--- src/rtl/mem_rsp_pkg.sv ---
// mem_rsp_pkg: default sizing and entry layout for the RAM response FIFO.
// Build option: MEM_RSP_PARITY_EN adds an even-parity bit to every entry.
package mem_rsp_pkg;

  localparam int MEM_RSP_DATA_WIDTH = 32;
  localparam int MEM_RSP_FIFO_DEPTH = 8;

`ifdef MEM_RSP_PARITY_EN
  localparam int MEM_RSP_PAR_W = 1;

  typedef struct packed {
    logic                          parity;
    logic [MEM_RSP_DATA_WIDTH-1:0] data;
  } mem_rsp_entry_t;
`else
  localparam int MEM_RSP_PAR_W = 0;

  typedef struct packed {
    logic [MEM_RSP_DATA_WIDTH-1:0] data;
  } mem_rsp_entry_t;
`endif

endpackage

--- src/rtl/mem_rsp_storage.sv ---
// mem_rsp_storage: entry register array, one write port and one
// combinational read port. Contents are deliberately not reset.
module mem_rsp_storage
  import mem_rsp_pkg::*;
#(
  parameter int  WIDTH = MEM_RSP_DATA_WIDTH + MEM_RSP_PAR_W,
  parameter int  DEPTH = MEM_RSP_FIFO_DEPTH,
  localparam int AW    = $clog2(DEPTH)
) (
  input  logic             clk,
  input  logic             we,
  input  logic [AW-1:0]    waddr,
  input  logic [WIDTH-1:0] wdata,
  input  logic [AW-1:0]    raddr,
  output logic [WIDTH-1:0] rdata
);

  logic [WIDTH-1:0] mem_q [DEPTH];

  // Write the addressed entry on an accepted push.
  always_ff @(posedge clk) begin
    if (we) begin
      mem_q[waddr] <= wdata;
    end
  end

  assign rdata = mem_q[raddr];

endmodule

--- src/rtl/mem_rsp_fifo.sv ---
// mem_rsp_fifo: first-word-fall-through buffer for RAM read responses.
// The RAM cannot be stalled, so a word arriving while full is dropped and
// flagged in the sticky Overflow bit.
// Build option: MEM_RSP_PARITY_EN stores even parity per entry and adds
// the Rsp_parity output.
module mem_rsp_fifo
  import mem_rsp_pkg::*;
#(
  parameter int  DATA_WIDTH = MEM_RSP_DATA_WIDTH,
  parameter int  FIFO_DEPTH = MEM_RSP_FIFO_DEPTH,
  localparam int CNT_WIDTH  = $clog2(FIFO_DEPTH) + 1
) (
  input  logic                  clk,
  input  logic                  rst,
  input  logic                  Mem_valid,
  input  logic [DATA_WIDTH-1:0] Mem_data,
  output logic                  Rsp_valid,
  input  logic                  Rsp_ready,
  output logic [DATA_WIDTH-1:0] Rsp_data,
`ifdef MEM_RSP_PARITY_EN
  output logic                  Rsp_parity,
`endif
  output logic [CNT_WIDTH-1:0]  Count,
  output logic                  Full,
  output logic                  Empty,
  output logic                  Overflow,
  input  logic                  Clr_ovf
);

  localparam int PTR_W = $clog2(FIFO_DEPTH);
`ifdef MEM_RSP_PARITY_EN
  localparam int ENTRY_W = DATA_WIDTH + 1;
`else
  localparam int ENTRY_W = DATA_WIDTH;
`endif

  logic [PTR_W-1:0]     wptr_q, wptr_d;
  logic [PTR_W-1:0]     rptr_q, rptr_d;
  logic [CNT_WIDTH-1:0] count_q, count_d;
  logic                 ovf_q, ovf_d;

  logic                 full, empty;
  logic                 push, pop, drop;
  logic [ENTRY_W-1:0]   wdata, rdata;

  // Flags come from the registered count only.
  assign full  = (count_q == CNT_WIDTH'(FIFO_DEPTH));
  assign empty = (count_q == '0);

  // A pop frees a slot in the same cycle, so a full FIFO still accepts a push.
  assign pop  = ~empty & Rsp_ready;
  assign push = Mem_valid & (~full | pop);
  assign drop = Mem_valid & ~push;

`ifdef MEM_RSP_PARITY_EN
  assign wdata = {^Mem_data, Mem_data};
`else
  assign wdata = Mem_data;
`endif

  // Next-state for pointers, occupancy and the sticky overflow flag.
  always_comb begin
    wptr_d  = wptr_q;
    rptr_d  = rptr_q;
    count_d = count_q;
    ovf_d   = ovf_q;

    if (push) begin
      wptr_d = wptr_q + PTR_W'(1);
    end
    if (pop) begin
      rptr_d = rptr_q + PTR_W'(1);
    end

    case ({push, pop})
      2'b10:   count_d = count_q + CNT_WIDTH'(1);
      2'b01:   count_d = count_q - CNT_WIDTH'(1);
      default: count_d = count_q;
    endcase

    // A drop in the same cycle as a clear keeps the flag set.
    if (drop) begin
      ovf_d = 1'b1;
    end else if (Clr_ovf) begin
      ovf_d = 1'b0;
    end
  end

  // Control state registers, cleared asynchronously.
  always_ff @(posedge clk or negedge rst) begin
    if (!rst) begin
      wptr_q  <= '0;
      rptr_q  <= '0;
      count_q <= '0;
      ovf_q   <= 1'b0;
    end else begin
      wptr_q  <= wptr_d;
      rptr_q  <= rptr_d;
      count_q <= count_d;
      ovf_q   <= ovf_d;
    end
  end

  mem_rsp_storage #(
    .WIDTH (ENTRY_W),
    .DEPTH (FIFO_DEPTH)
  ) u_storage (
    .clk   (clk),
    .we    (push),
    .waddr (wptr_q),
    .wdata (wdata),
    .raddr (rptr_q),
    .rdata (rdata)
  );

  assign Rsp_valid = ~empty;
  assign Rsp_data  = empty ? '0 : rdata[DATA_WIDTH-1:0];
`ifdef MEM_RSP_PARITY_EN
  assign Rsp_parity = ~empty & rdata[DATA_WIDTH];
`endif
  assign Count    = count_q;
  assign Full     = full;
  assign Empty    = empty;
  assign Overflow = ovf_q;

endmodule

--- config.mk ---
export PLATFORM = sky130hd
export DESIGN_NAME = mem_rsp_fifo
export DESIGN_NICKNAME = d
export VERILOG_FILES = /design/src/rtl/mem_rsp_pkg.sv /design/src/rtl/mem_rsp_storage.sv /design/src/rtl/mem_rsp_fifo.sv
export SDC_FILE = /design/constraint.sdc
export NUM_CORES = 1
export LEC_CHECK = 0
export CAP_MARGIN = 20
export CORE_UTILIZATION = 52
export CTS_CLUSTER_SIZE = 28
export DETAILED_ROUTE_END_ITERATION = 7
export GPL_TIMING_DRIVEN = 0
export PLACE_DENSITY = 0.75
export SYNTH_ARGS = -nofsm -noshare
export SYNTH_HDL_FRONTEND = slang
export SYNTH_SLANG_ARGS = --single-unit
--- constraint.sdc ---
create_clock -name clk -period 4.4 [get_ports clk]
set_input_delay 0.44 -clock clk [delete_from_list [all_inputs] [get_ports clk]]
set_output_delay 0.44 -clock clk [all_outputs]
set_load 0.01 [all_outputs]
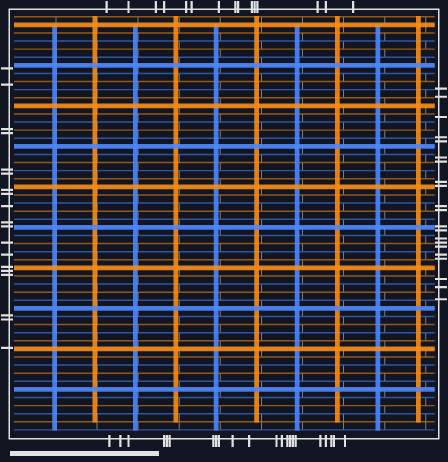
pdn.png
The bar under the picture is 50 um long. Pins as bars on the die edge. Tap cells in gray.
legend:
  blue:
    net: VSS
  orange:
    net: VDD
tap cells: 265
signal pins: 77
core area: 19,590 um2
die width: 143.7 um

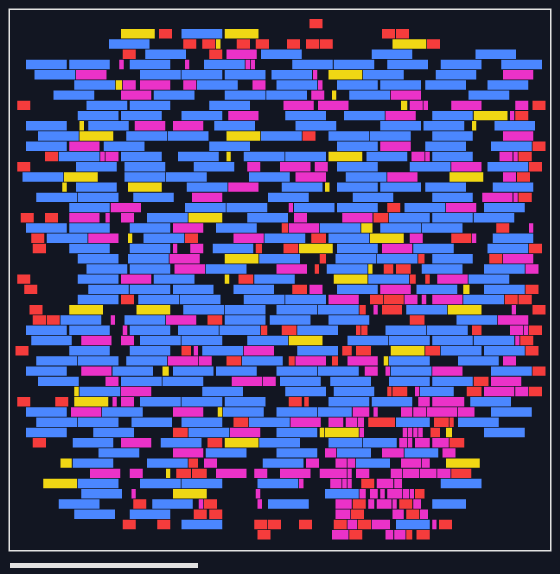
cell_classes.png
The bar under the picture is 50 um long.
legend:
  yellow:
    class: clock drivers and dummy loads
    cells: 49
    share_of_their_area: 6.3%
  blue:
    class: flip-flops
    cells: 267
    share_of_their_area: 65%
  red:
    class: other buffers and delay cells
    cells: 126
    share_of_their_area: 9.8%
  magenta:
    class: all other logic
    cells: 187
    share_of_their_area: 19%

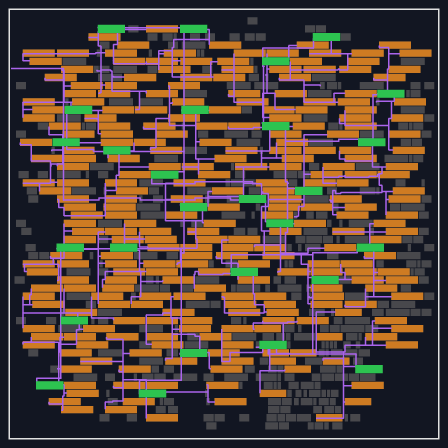
clock_map.png
legend:
  green:
    item: cells driving clock nets
    count: 27
  purple:
    item: clock wires
    length: 2,870 um
  orange:
    item: flip-flops
    count: 267
flops lie: spread over the die
clock latency on the worst-skew pair: 530 ps
clk pwr: 2020 uW
power share of the clock group: 24.0%
clock skew: 11.99 ps

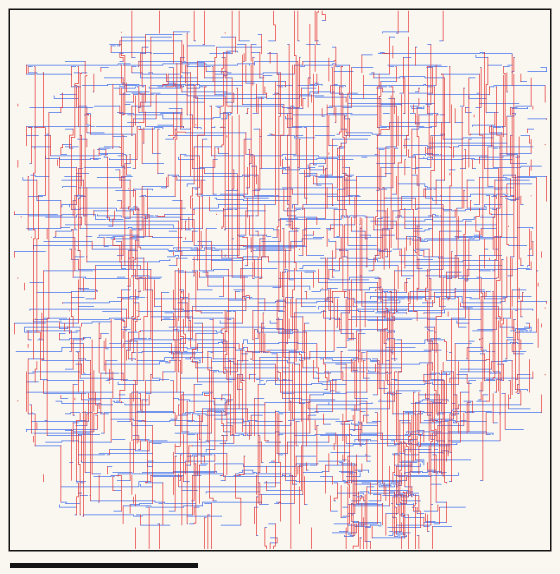
metal_stack.png
The bar under the picture is 50 um long. Two of the layers only.
legend:
  red:
    layer: met2
    wire_length: 10,300 um
  blue:
    layer: met1
    wire_length: 8,390 um
total track usage: 20.65%
routed len/inst: 22.54 um

==> summary.txt <==
fresh numbers from the pnr run: top cell category=registers, Yosys top cell by instances=edfxtp_1, Die Area=20,650 um2, Tightest Pin Transition=952.4 ps, Comb pwr share=36.4%, DRT met1 WL=8387 um, fin util=64.61%, Top cells by area=edfxtp_1 (74%), mux4_2 (14%), mux2i_1 (3.2%), dfrtp_1 (2.6%), nor2_1 (1.2%), row count=51, Synth top cells by count=edfxtp_1 (256), mux4_2 (64), nor2_1 (34), Ports=77, worst hold-check path type=in2async, diode count=0, Final nets=651, first drt pass iteration count=4, crit path time final=3321 ps, Clock transition at path regs=60 ps, final WL=20,150 um, final period utilization=75.47%, end of the worst register-to-register path=u_storage.mem_q[5][1], Leak=0.004256 uW, gr ovfl total=0, Basic Gates by Area=2.756%, main flop type=edfxtp_1, CTS H-tree depth=1, Final Hold Fails=0, grt met3 use=3.466%, internal power=5917 uW, Synth async-reset ratio=4.120%, final setup fails=0, fmax=301.1 MHz, Cell Area, Placed=11,880 um2, seq pwr=3330 uW, flop share of the area=62.91%, reg2reg start=Count[3], comb pwr=3060 uW, buffering overhead=9.549%, mi-comb count=182, RSZ-0062 raised after global routing=no, ys flops=267, crit path DAT=2880 ps, Area Growth Syn to Fin=21.22%, Worst R2R Setup Slack=1640 ps, startpoint types=register, DRC=0, Slew HR=36.23%, switching share of power=29.65%, CP startpoint=Count[1], Tot Pwr=8410 uW, Synth area leader=edfxtp_1, yosys xor share=0.5872%, Non-Filler Instances=894, YS chip area=10,440 um2, DR top layer=met4, outcome=finished, final reports clean, Buf/Inv on CP=3, # Taps=265, Crit Path Max Fanout=10, pin count of the biggest net entering global routing=20, routing usage on met2=35.59%, setup slack after layout=1079 ps, FP Util=53.30%, first-pass GRT wire length=30,850 um, ys cells=478, Critical Path RT=3960 ps, Top Usage Layer GRT=met2, CTS resizes=0, share of cells above drive strength 1=25.76%, Final Cell Area=12,660 um2, Post-CTS Hold Buffers=0, CTS tree=built
Power is estimated from default activity; no workload was simulated.
